[config.mk]
export PLATFORM = sky130hd
export DESIGN_NAME = ml605_rst_seq
export DESIGN_NICKNAME = d
export VERILOG_FILES = /design/src/rtl/ml605_rst_seq.sv
export SDC_FILE = /design/constraint.sdc
export NUM_CORES = 1
export LEC_CHECK = 0
export CAP_MARGIN = 20
export CORE_UTILIZATION = 59
export CTS_BUF_LIST = sky130_fd_sc_hd__clkbuf_16
export DETAILED_ROUTE_END_ITERATION = 12
export PLACE_DENSITY = 0.77
export SETUP_SLACK_MARGIN = 0.4
export SYNTH_ARGS = -nofsm -noshare
export SYNTH_HDL_FRONTEND = slang
export SYNTH_SLANG_ARGS = --single-unit
[constraint.sdc]
create_clock -name clk_200 -period 2.5 [get_ports clk_200]
set_input_delay 0.75 -clock clk_200 [delete_from_list [all_inputs] [get_ports clk_200]]
set_output_delay 0.75 -clock clk_200 [all_outputs]
set_load 0.05 [all_outputs]
[src/rtl/ml605_rst_seq.sv]
// MMCM reset/startup sequencer: pulses the MMCM reset, qualifies lock, then
// releases the overclocked test logic after a hold time; retries on lock loss, timeout or button press.
module ml605_rst_seq #(
    parameter int unsigned MMCM_RST_CYCLES = 64,
    parameter int unsigned LOCK_STABLE     = 2000,
    parameter int unsigned LOCK_TIMEOUT    = 200000,
    parameter int unsigned HOLD_CYCLES     = 256,
    parameter int unsigned DEBOUNCE        = 1000000
) (
    input  logic       clk_200,
    input  logic       rst,
    input  logic       mmcm_locked,
    input  logic       btn_rst,
    output logic       mmcm_rst,
    output logic       user_rst,
    output logic       ready,
    output logic [7:0] lock_loss_cnt,
    output logic [3:0] retry_cnt
);

    localparam int unsigned RW = $clog2(MMCM_RST_CYCLES + 1);
    localparam int unsigned SW = $clog2(LOCK_STABLE + 1);
    localparam int unsigned TW = $clog2(LOCK_TIMEOUT + 1);
    localparam int unsigned HW = $clog2(HOLD_CYCLES + 1);
    localparam int unsigned DW = $clog2(DEBOUNCE + 1);

    typedef enum logic [1:0] {MMCM_RST, WAIT_LOCK, HOLD, RUN} state_t;

    state_t          state_q, state_d;
    logic            lock_meta_q, locked_s;
    logic            btn_meta_q, btn_s_q;
    logic [DW-1:0]   db_q, db_d;
    logic            press;
    logic [RW-1:0]   rst_cnt_q, rst_cnt_d;
    logic [SW-1:0]   stab_q, stab_d;
    logic [TW-1:0]   to_q, to_d;
    logic [HW-1:0]   hold_q, hold_d;
    logic [7:0]      loss_q, loss_d;
    logic [3:0]      retry_q, retry_d;
    logic            mmcm_rst_q, user_rst_q, ready_q;

    // Synchronizers carry no reset so they keep tracking the pins during rst.
    always_ff @(posedge clk_200) begin
        lock_meta_q <= mmcm_locked;
        locked_s    <= lock_meta_q;
        btn_meta_q  <= btn_rst;
        btn_s_q     <= btn_meta_q;
    end

    // Debounce counter saturates at DEBOUNCE, so press fires once per hold.
    always_comb begin
        db_d = db_q;
        if (!btn_s_q)
            db_d = '0;
        else if (db_q != DW'(DEBOUNCE))
            db_d = db_q + 1'b1;
    end

    assign press = btn_s_q && (db_q == DW'(DEBOUNCE - 1));

    always_comb begin
        state_d   = state_q;
        rst_cnt_d = '0;
        stab_d    = '0;
        to_d      = '0;
        hold_d    = '0;
        loss_d    = loss_q;
        retry_d   = retry_q;
        if (press) begin
            state_d = MMCM_RST;
        end else begin
            case (state_q)
                MMCM_RST: begin
                    if (rst_cnt_q == RW'(MMCM_RST_CYCLES - 1))
                        state_d = WAIT_LOCK;
                    else
                        rst_cnt_d = rst_cnt_q + 1'b1;
                end
                WAIT_LOCK: begin
                    if (locked_s && (stab_q == SW'(LOCK_STABLE - 1))) begin
                        state_d = HOLD;
                    end else if (to_q == TW'(LOCK_TIMEOUT - 1)) begin
                        state_d = MMCM_RST;
                        if (retry_q != '1)
                            retry_d = retry_q + 1'b1;
                    end else begin
                        stab_d = locked_s ? stab_q + 1'b1 : '0;
                        to_d   = to_q + 1'b1;
                    end
                end
                HOLD: begin
                    if (!locked_s) begin
                        state_d = MMCM_RST;
                        if (loss_q != '1)
                            loss_d = loss_q + 1'b1;
                    end else if (hold_q == HW'(HOLD_CYCLES - 1)) begin
                        state_d = RUN;
                    end else begin
                        hold_d = hold_q + 1'b1;
                    end
                end
                RUN: begin
                    if (!locked_s) begin
                        state_d = MMCM_RST;
                        if (loss_q != '1)
                            loss_d = loss_q + 1'b1;
                    end
                end
                default: state_d = MMCM_RST;
            endcase
        end
    end

    always_ff @(posedge clk_200) begin
        if (rst) begin
            state_q    <= MMCM_RST;
            rst_cnt_q  <= '0;
            stab_q     <= '0;
            to_q       <= '0;
            hold_q     <= '0;
            db_q       <= '0;
            loss_q     <= '0;
            retry_q    <= '0;
            mmcm_rst_q <= 1'b1;
            user_rst_q <= 1'b1;
            ready_q    <= 1'b0;
        end else begin
            state_q    <= state_d;
            rst_cnt_q  <= rst_cnt_d;
            stab_q     <= stab_d;
            to_q       <= to_d;
            hold_q     <= hold_d;
            db_q       <= db_d;
            loss_q     <= loss_d;
            retry_q    <= retry_d;
            mmcm_rst_q <= (state_d == MMCM_RST);
            user_rst_q <= (state_d != RUN);
            ready_q    <= (state_d == RUN);
        end
    end

    assign mmcm_rst      = mmcm_rst_q;
    assign user_rst      = user_rst_q;
    assign ready         = ready_q;
    assign lock_loss_cnt = loss_q;
    assign retry_cnt     = retry_q;

endmodule

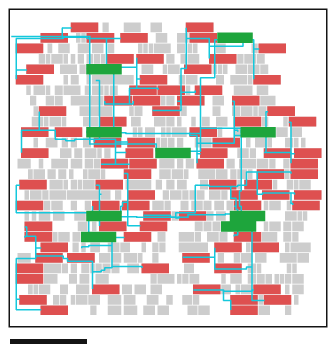
Fig. 1. Routed clock nets over the placement.
The bar under the picture is 20 um long.
Key: red = flip-flops [count 86]; cyan = clock wires [length 881 um]; green = clock drivers [count 9]
There are 10 routed clock nets.

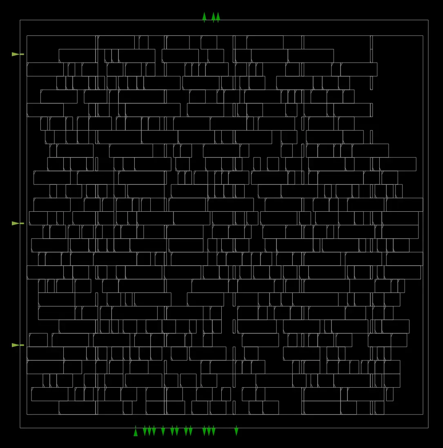
Fig. 2. Cell placement.
tap cells: 75
final core occ: 70.6%

==> out/qor.txt <==
status = finished clean
Detailed Route WL = 6.60 mm
via count = 2785
Seq/Total Area, Yosys = 45.6%
Top area cell types = dfxtp_1, xor2_1, nor2_1
dpl cells = 484
CP Class = flop to primary output
most numerous logic cell after layout = dfxtp_1
Max Used Layer = met4
Finished Cell Area = 0.00428 sq mm
fillcell total = 487
GR Overflow Total = 0
Syn Area/Cell = 9.47 sq um
Psw = 531 uW
CTS tree = yes
Hold Path Cell Cnt = 0
core box area = 0.00606 sq mm
Slew Viols, Final = 0
Clk pwr share = 47.1%
CP max stage delay = 530 ps
met2 WL = 3.33 mm
Synth Cell Area = 0.00378 sq mm
CP cell instances = clkdlybuf4s15_1
Max IR drop VDD = 0.508 mV
Ys Warns = 0
vias per inst = 5.57
Combinational Gates = 288
Hold Startpoint = lock_meta_q
number of buffers added on ports = 18
Stages on worst setup path = 1
number of DRC markers in iteration 0 = 109
most numerous logic cells after layout = dfxtp_1, nor2_1, xor2_1
Max-Cap Viols = 0
worst-path fanout max = 5
clock buffers = 9
CTS clk-pin slew, worst paths = 60 ps
Place WS = 270 ps
Cell Type Count = 51
sequential power share = 51.5%
R2R depth = 7
CP max stage cell = clkdlybuf4s15_1
logic share of the area = 45.2%
Dominant comb cell = simple AND/OR/NAND/NOR gates
yosys adder share = 2.98%
CTS Hold Bufs = 0
Tool Warnings = 28
bufs w/o clock = 22
unrepaired setup endpoints after global routing = true
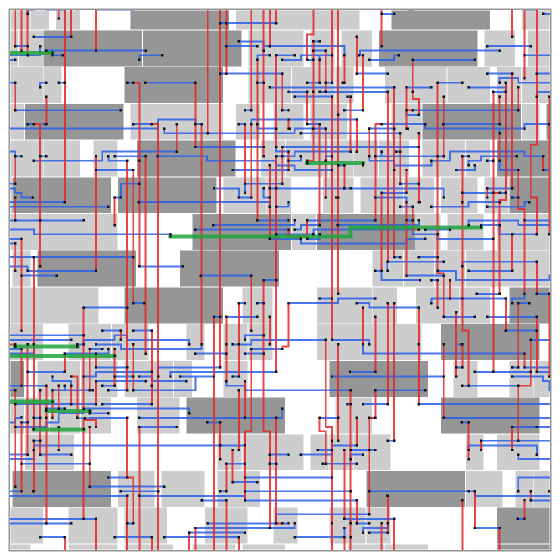
Fig. 3. Zoomed window.
Window x 21 to 61, y 5 to 45 um. Cells in grey, sequential cells in the stronger grey; small squares are vias.
Key: blue = metal 1; red = metal 2; green = metal 3
Sequential cells in the window: 24. Most frequent: dfxtp_1 (24), nor3_1 (11), and3_1 (7). 119 logic cells have their middle in the window. Netlist names of flops here include `stab_q` (9), `retry_cnt` (4), `lock_loss_cnt` (3).

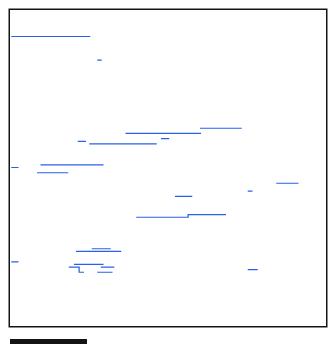
Fig. 4. The metal 3 layer.
The bar under the picture is 20 um long.
The longest straight run is 20.2 um. The layer holds 2.6% of the routed length. The layer carries 171 um of wire. 18 nets have wire on it.

No activity file was given, so power comes from the tool's default toggle rates.
